==> images/metal_density.png <==
18 x 9 tiles, from white (low) to dark blue (high), scaled to the fullest tile. Values are wire area over tile area, all layers added.
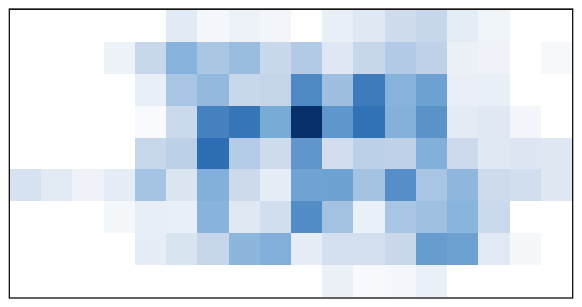
==> images/logic_types.png <==
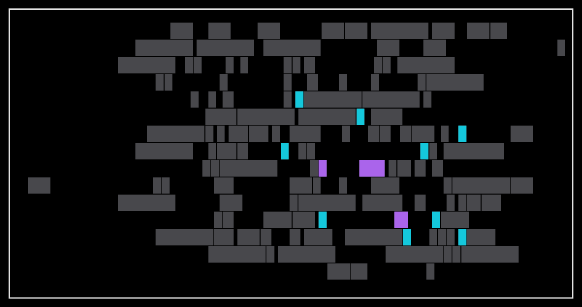
==> images/clocks.png <==
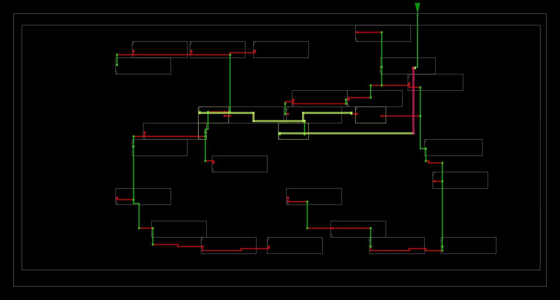
==> images/io_placement.png <==
The bar under the picture is 20 um long. Pins as bars across the die edge, other pins in gray.
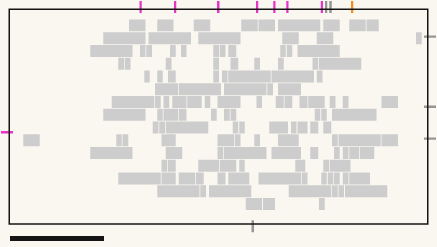
==> images/detail.png <==
The bar under the picture is 5 um long. Window x 34 to 54, y 22 to 42 um. Cells in gray, sequential cells in the stronger gray; small squares are vias.
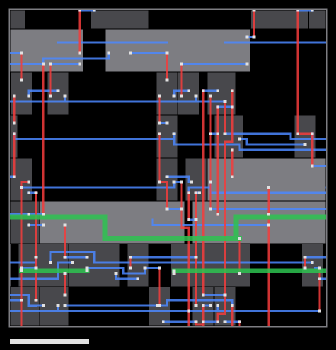
==> config.mk <==
export PLATFORM = sky130hd
export DESIGN_NAME = usb_rx_destuff
export DESIGN_NICKNAME = d
export VERILOG_FILES = /design/src/rtl/usb_rx_destuff.sv
export SDC_FILE = /design/constraint.sdc
export NUM_CORES = 1
export LEC_CHECK = 0
export ABC_AREA = 1
export CAP_MARGIN = 20
export CORE_ASPECT_RATIO = 0.5
export CORE_UTILIZATION = 30
export CTS_CLUSTER_DIAMETER = 50
export CTS_CLUSTER_SIZE = 12
export DETAILED_ROUTE_END_ITERATION = 10
export PLACE_DENSITY = 0.57
export SYNTH_ARGS = -nofsm -noshare
export SYNTH_HDL_FRONTEND = slang
export SYNTH_SLANG_ARGS = --single-unit
==> constraint.sdc <==
create_clock -name clk -period 3.3 [get_ports clk]
set_input_delay 0.66 -clock clk [delete_from_list [all_inputs] [get_ports clk]]
set_output_delay 0.66 -clock clk [all_outputs]
set_load 0.005 [all_outputs]
==> GITHUB_STEP_SUMMARY <==
## Implementation flow summary

| Metric | Value |
|---|---|
| Share of layout cells above drive strength 1 | ~17% |
| Tool warnings | 27 |
| Fin crit period | around 1.9 ns |
| Placed Area | 0.001306 sq mm |
| WS Path Type | input port to flop |
| Post-Syn Area | around 0.0011 sq mm |
| Yosys cell types | 24 |
| Gr ovfl total | 0 |
| Max Cap Viol | 0 |
| Final setup violation count | 0 |
| Final Hold Viols | 0 |
| Ys cells | around 120 |
| Yosys Chip Area | approximately 0.0011 sq mm |
| Setup Slack @ Placement | ~1.1 ns |
| Ys Warns | 0 |
| Synth-to-Final Area Change | 19.34% |
| Main synth FF type | dfrtp_1 |
| Max FO, Critical Path | 20 |
| Max reg flops | 8 |
| Net Switching | approximately 0.13 mW |
| Leak | slightly below 0.7 nW |
| Post-synth EDFFs | 0 |
| CP Depth | 8 |
| Synth top cells by count | nand2_1 (47), dfrtp_1 (23), inv_1 (8) |
| Met3 wire len | between 70 and 80 um |
| Run status | finished, final reports clean |
| Antenna-violating nets left | 0 |
| Hold-fix buffer count after cts | 0 |
| IO Pins | 15 |
| FP Core Util | between 30% and 40% |
| Clock transition at the registers of the reported paths | 0.08 ns |
| Cell area after layout | ~0.0014 sq mm |
| Layout net count | between 100 and 150 |
| RSZ-0062 raised after global routing | false |
| Setup TNS | 0 ns |
| CP startpoint kind | input port |
| Top sig layer | met4 |
| Net count after synthesis | 130 |
| Fin. max-slew vios | 0 |
| Power per Cell Area | a little under 400 mW/mm^2 |
| Post-layout period usage of the worst path | between 50 and 60% |
| Dpl hpwl | 1.344 mm |
| Async SR Flop Fraction | 100.0% |
Notes on metal_density.png above:
tiles over half the peak	11%
fullest tile	0.38
densest ninth of the die	middle
Tot GR Track Use: 11.06%
Vias: 780
Avg WL per Cell: 10.38 um

Notes on logic_types.png above:
color	family	cells
cyan	inverters	9
purple	NOR gates	3
Commonest Layout Cell: nand2_1
Non-Filler Instances: 186
Comb area share: 34.17%

Notes on clocks.png above:
flop count: 24
total CTS buffers: 3
# clk buffers: 4

Notes on io_placement.png above:
color	port	pins	direction	edge
orange	rst_n	1	input	top
magenta	rx_data	8	output	7 top, 1 left
all pins by edge	10 top, 3 right, 1 bottom, 1 left
IO Port Bufs: 13
die extent in x: 88.89 um
DIE HEIGHT: 45.44 um

Notes on detail.png above:
color	layer
blue	metal 1
red	metal 2
green	metal 3
cells with their middle in the window	26
most frequent	nand2_1 (11), dfrtp_1 (5), o21ai_2 (3)
sequential cells in the window	5

[power groups by stage]
| stage | clock (mW) | sequential [mW] | combinational [mW] |
|---|---|---|---|
| floorplan | 0 | 0.312 | 0.0302 |
| CTS | 0.184 | 0.308 | 0.0466 |
| global route | 0.199 | 0.309 | 0.0523 |
| detailed placement | 0 | 0.314 | 0.0464 |
| global placement | 0 | 0.314 | 0.0459 |
| finish | 0.178 | 0.308 | 0.0454 |
[cell families (layout without fill, tap and decap cells)]
| logic type | after synthesis | after routing | synth area share (%) |
|---|---|---|---|
| simple gates | 66 | 66 | 28.73 |
| flops | 24 | 24 | 53.15 |
| buf+inv | 14 | 28 | 6.076 |
| compound gates | 11 | 11 | 6.518 |
| fa+ha+maj | 4 | 4 | 4.420 |
| other cells | 1 | 1 | 0.3312 |
| xor+xnor | 1 | 1 | 0.7736 |
[through the flow]
stage	power (mW)	hold slack (ns)
5_1_grt	0.5604	0.4988
3_5_place_dp	0.3599	0.4625
4_1_cts	0.5381	0.4841
2_1_floorplan	0.3425	0.3644
6_report	0.5310	0.4762
3_3_place_gp	0.3595	0.4572
[metal layers]
layer | vias up | track usage, %
met5 | - | 0
met4 | 0 | 2.903
met3 | 2 | 3.804
met2 | 11 | 16.31
met1 | 358 | 15.57
li1 | 409 | -
[worst min-delay path, cell delays in order, from the launching register on]
cell and delay, ns:
dfrtp_1 0.35, nand2_1 0.05, nand2_1 0.05
[final cells by class]
class / count / area [sq um]
repair buffers: 15 / 145.1
clock buffers: 4 / 45.04
multi-input cells: 83 / 461.7
flip-flops and latches: 24 / 601.8
well taps: 51 / 63.81
fillers: 368 / 2177
inverters: 9 / 33.78
Power is estimated from default activity; no workload was simulated.
